==> src/rtl/div_unit.sv <==
// div_unit: multi-cycle 32-bit integer divider (DIV, DIVU, REM, REMU).
// Restoring radix-2 datapath, one quotient bit per cycle, IDLE/RUN/DONE FSM.
// Optional build macro DIV_EARLY_OUT_EN: divide-by-zero and the signed
// overflow case finish straight from IDLE to DONE instead of running 32 steps.
module div_unit (
  input  logic        clk,
  input  logic        rst_n,
  input  logic        start_i,
  input  logic [1:0]  op_i,
  input  logic [31:0] rs1_i,
  input  logic [31:0] rs2_i,
  output logic        busy_o,
  output logic        valid_o,
  output logic [31:0] result_o
);

  typedef enum logic [1:0] {
    S_IDLE = 2'd0,
    S_RUN  = 2'd1,
    S_DONE = 2'd2
  } state_t;

  state_t      state_r;
  logic [4:0]  cnt_r;
  logic [31:0] dvd_r;      // dividend magnitude, shifts out as quotient shifts in
  logic [31:0] dsr_r;      // divisor magnitude
  logic [31:0] rem_r;      // partial remainder
  logic        sel_rem_r;  // 1: result is the remainder
  logic        neg_q_r;
  logic        neg_r_r;
  logic        div0_r;
  logic [31:0] result_r;
  logic        valid_r;

  logic        sgn_s;
  logic        div0_in_s;
  logic        ovf_in_s;
  logic        early_s;
  logic [31:0] a_mag_s;
  logic [31:0] b_mag_s;
  logic [31:0] early_res_s;
  logic [32:0] rem_sh_s;
  logic        ge_s;
  logic [31:0] rem_nx_s;
  logic [31:0] dvd_nx_s;
  logic [31:0] q_fin_s;
  logic [31:0] r_fin_s;
  logic [31:0] final_s;

  // Request decode: operand magnitudes and special-case detection at capture time
  always_comb begin
    sgn_s       = ~op_i[0];
    div0_in_s   = (rs2_i == 32'd0);
    ovf_in_s    = sgn_s && (rs1_i == 32'h8000_0000) && (rs2_i == 32'hFFFF_FFFF);
    a_mag_s     = (sgn_s && rs1_i[31]) ? (32'd0 - rs1_i) : rs1_i;
    b_mag_s     = (sgn_s && rs2_i[31]) ? (32'd0 - rs2_i) : rs2_i;
    if (op_i[1]) begin
      early_res_s = div0_in_s ? rs1_i : 32'd0;
    end else begin
      early_res_s = div0_in_s ? 32'hFFFF_FFFF : 32'h8000_0000;
    end
  end

`ifdef DIV_EARLY_OUT_EN
  assign early_s = div0_in_s | ovf_in_s;
`else
  assign early_s = 1'b0;
`endif

  // One restoring step plus sign fix-up of the would-be final result
  always_comb begin
    rem_sh_s = {rem_r, dvd_r[31]};
    ge_s     = (rem_sh_s >= {1'b0, dsr_r});
    if (ge_s) begin
      rem_nx_s = rem_sh_s[31:0] - dsr_r;
    end else begin
      rem_nx_s = rem_sh_s[31:0];
    end
    dvd_nx_s = {dvd_r[30:0], ge_s};
    // A zero divisor always yields all-ones, regardless of operand signs
    if (div0_r) begin
      q_fin_s = 32'hFFFF_FFFF;
    end else if (neg_q_r) begin
      q_fin_s = 32'd0 - dvd_nx_s;
    end else begin
      q_fin_s = dvd_nx_s;
    end
    r_fin_s = neg_r_r ? (32'd0 - rem_nx_s) : rem_nx_s;
    final_s = sel_rem_r ? r_fin_s : q_fin_s;
  end

  // Control FSM with datapath registers and registered result/valid
  always_ff @(posedge clk or negedge rst_n) begin
    if (!rst_n) begin
      state_r   <= S_IDLE;
      cnt_r     <= 5'd0;
      dvd_r     <= 32'd0;
      dsr_r     <= 32'd0;
      rem_r     <= 32'd0;
      sel_rem_r <= 1'b0;
      neg_q_r   <= 1'b0;
      neg_r_r   <= 1'b0;
      div0_r    <= 1'b0;
      result_r  <= 32'd0;
      valid_r   <= 1'b0;
    end else begin
      case (state_r)
        S_IDLE: begin
          valid_r <= 1'b0;
          if (start_i) begin
            dvd_r     <= a_mag_s;
            dsr_r     <= b_mag_s;
            rem_r     <= 32'd0;
            sel_rem_r <= op_i[1];
            neg_q_r   <= sgn_s & (rs1_i[31] ^ rs2_i[31]);
            neg_r_r   <= sgn_s & rs1_i[31];
            div0_r    <= div0_in_s;
            if (early_s) begin
              result_r <= early_res_s;
              valid_r  <= 1'b1;
              cnt_r    <= 5'd0;
              state_r  <= S_DONE;
            end else begin
              cnt_r   <= 5'd31;
              state_r <= S_RUN;
            end
          end
        end
        S_RUN: begin
          rem_r <= rem_nx_s;
          dvd_r <= dvd_nx_s;
          if (cnt_r == 5'd0) begin
            result_r <= final_s;
            valid_r  <= 1'b1;
            state_r  <= S_DONE;
          end else begin
            cnt_r <= cnt_r - 5'd1;
          end
        end
        S_DONE: begin
          // start_i still belongs to the instruction just completed
          valid_r <= 1'b0;
          state_r <= S_IDLE;
        end
        default: begin
          valid_r <= 1'b0;
          cnt_r   <= 5'd0;
          state_r <= S_IDLE;
        end
      endcase
    end
  end

  // Stall must rise in the same cycle the request appears
  assign busy_o   = ((state_r == S_IDLE) && start_i) || (state_r == S_RUN);
  assign valid_o  = valid_r;
  assign result_o = result_r;

endmodule

==> config.mk <==
export PLATFORM = sky130hd
export DESIGN_NAME = div_unit
export DESIGN_NICKNAME = d
export VERILOG_FILES = /design/src/rtl/div_unit.sv
export SDC_FILE = /design/constraint.sdc
export NUM_CORES = 1
export LEC_CHECK = 0
export CAP_MARGIN = 15
export CELL_PAD_IN_SITES_DETAIL_PLACEMENT = 1
export CELL_PAD_IN_SITES_GLOBAL_PLACEMENT = 1
export CORE_MARGIN = 4
export CORE_UTILIZATION = 48
export CTS_CLUSTER_DIAMETER = 40
export DETAILED_ROUTE_END_ITERATION = 10
export GPL_TIMING_DRIVEN = 0
export PLACE_DENSITY = 0.95
export SLEW_MARGIN = 20
export SYNTH_ARGS = -nofsm -noshare
export SYNTH_HDL_FRONTEND = slang
export SYNTH_SLANG_ARGS = --single-unit
==> constraint.sdc <==
create_clock -name clk -period 6.6 [get_ports clk]
set_input_delay 1.65 -clock clk [delete_from_list [all_inputs] [get_ports clk]]
set_output_delay 1.65 -clock clk [all_outputs]
set_load 0.05 [all_outputs]
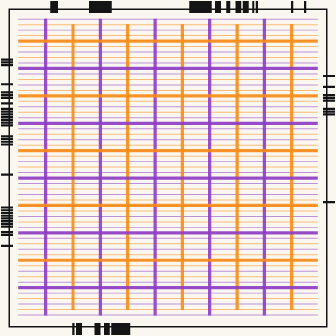
**Above:** power grid.
Pins as bars on the die edge.
Key: VSS = purple; VDD = orange
10 straps on met4. 55 met1 rails follow the rows.
Die X: 157 µm
area of the core: 21800 µm²

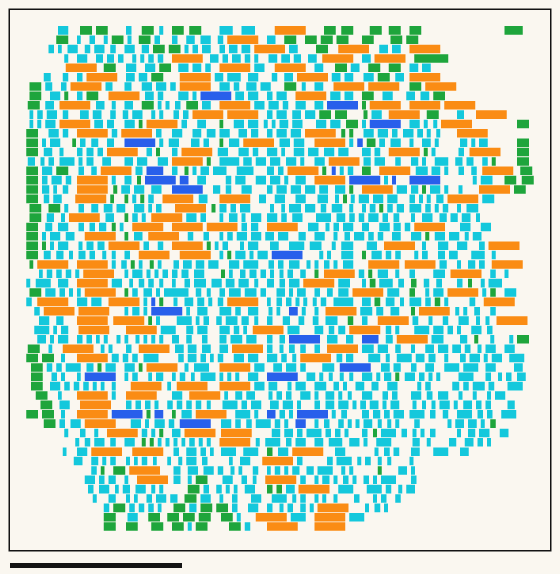
**Above:** cell classes on the final placement.
Bar = 50 µm.
Key: remaining logic cells = cyan [cells 1092]; remaining buffers and delay cells = green [cells 171]; clock drivers and dummy loads = blue [cells 28]; registers = orange [cells 140]
# rows: 54
post-layout util: 57.5%
Seq area share: 27.9%

==> GITHUB_STEP_SUMMARY <==
### Metrics collected by this job

| Metric | Value |
|---|---|
| Outcome | complete, no violations |
| Worst Hold Class | reg2reg |
| Syn Nets | around 1400 |
| Worst path required time | 6.95 ns |
| Clk latency late pin | between 0.4 and 0.5 ns |
| DRC viols | 0 |
| Post-synth top area cell | dfrtp_1 |
| Endpoints failing setup | 0 |
| CP Class | reg2reg |
| Synthesized cell area | roughly 11000 µm² |
| Post-synth area hogs | dfrtp_1 (33%), o21ai_0 (7.0%), xnor2_1 (6.2%) |
| Cell Type Count | between 70 and 80 |
| Yosys stat cell total | 1301 |
| Most common cell in the netlist | nand2_1 |
| Via count | 11800 |
| Clk sinks | about 140 |
| Final #Nets | ~1500 |
| Wire per inst | about 26 µm |
| CTS max path bufs | 2 |
| Synth Seq Share | around a third |
| DR pass1 iterations | 6 |
| Critical Path AT | 6.66 ns |
| Final RePlAce weighted congestion | 0.945 |
| Final setup skew | 0.0107 ns |
| N_diodes | 0 |
| Fin crit period | 6.32 ns |
| Max-slew violations | 0 |
| Chip area | 24600 µm² |
| Post-CTS Setup Bufs | 0 |
| Crit-path cells | inv_1 -> ha_1 -> buf_2 -> and4_1 -> and3_1 -> a32o_1 -> nor2_1 -> and4_1 -> clkbuf_1 -> nand2_2 -> inv_2 -> buf_2 -> buf_1 -> clkbuf_2 -> ha_1 -> nand3_1 -> o31ai_1 -> nand2_1 -> xor2_1 -> nor2_1 -> nor3_1 -> a21oi_1 -> o31ai_1 |
| Post-synth ARST share | 100% |
| Max Clk Rate | between 150 and 200 MHz |
| Post-synth regs | approximately 140 |
| Worst setup SP type | flop |
| Final Hold Vio Count | 0 |
| Global route overflow | 0 |
| CP Max Fanout | 10 |
| CTS tree | built |
| Htree depth | 4 |
| Number of global-route vias before repair | ~12000 |
| Detail Route Antenna Nets | 0 |
| Worst slack at placement | about 0.6 ns |
==> kinds of logic after synthesis <==
kind of cell / count (synthesis) / synth area share (%)
flip-flops: 140 / 32.9
adder cells (fa/ha/maj): 39 / 4.66
AND/OR/NAND/NOR: 380 / 16.9
buffers and inverters: 130 / 4.78
AND-OR/OR-AND: 444 / 26.6
multiplexers: 25 / 2.39
XOR/XNOR: 143 / 11.8
==> timing repair <==
action / in CTS / in global routing
endpoints found under the setup margin: 0 / 2
resized: 0 / 1
hold buffers: 0 / 0
endpoints found under the hold margin: 0 / 0
==> flip-flops by register name (all words and copies together), names as in the netlist <==
| signal | flops |
|---|---|
| dsr_r | 32 |
| dvd_r | 32 |
| rem_r | 32 |
| result_o | 32 |
| cnt_r | 5 |
| state_r | 2 |
| div0_r | 1 |
| neg_q_r | 1 |
| neg_r_r | 1 |
| sel_rem_r | 1 |
| valid_o | 1 |
==> final cells by class <==
cell class,count,area [µm²]
well taps,280,350
clock inverters,6,43.8
fillers,2614,9280
plain buffers,69,280
multi-input cells,1031,6630
repair buffers,102,1040
inverters,61,229
flip-flops and latches,140,3500
clock buffers,22,464
==> path summary, 6_finish.rpt <==
check                                        start                        to  slack, ns  cells past startpoint
max reg2reg                  dsr_r[26]$_DFFE_PN0P_  result_o[28]$_DFFE_PN0P_       0.28                     23
min                        result_o[0]$_DFFE_PN0P_   result_o[0]$_DFFE_PN0P_       0.48                      1
max in group asynchronous                    rst_n     dsr_r[26]$_DFFE_PN0P_       4.66                      2
min reg2reg                result_o[0]$_DFFE_PN0P_   result_o[0]$_DFFE_PN0P_       0.48                      1
min in group asynchronous                    rst_n  result_o[20]$_DFFE_PN0P_       1.12                      1
max                          dsr_r[26]$_DFFE_PN0P_  result_o[28]$_DFFE_PN0P_       0.28                     23
==> routing by layer <==
layer,part of all wire (%),wire length (µm),global-route usage [%],vias to the layer above
li1,-,-,-,4949
met1,38,17000,44.2,5812
met2,47,21100,59.6,754
met3,8.4,3760,8.79,259
met4,5.9,2620,18.7,2
met5,0.036,16,0,-
==> cell usage in the layout, fill, tap and decap left out, drive strengths merged, types with 34 or more instances in the layout <==
master,instances
nand2,160
dfrtp,140
a21oi,84
o21ai,154
inv,59
nor2,78
xnor2,75
xor2,68
a21o,34
clkdlybuf4s50,100
clkbuf,77
ha,38
==> per-stage QoR <==
stage / util, % / hold slack, ns / setup TNS, ns / instances
detailed placement: 55.1 / 0.466 / 0 / 1683
CTS: 57.5 / 0.478 / 0 / 1711
finish: 57.5 / 0.477 / 0 / 1711
global placement: 55.0 / 0.462 / -242.09 / 1682
floorplan: - / 0.450 / 0 / 1301
global route: 57.5 / 0.498 / 0 / 1711
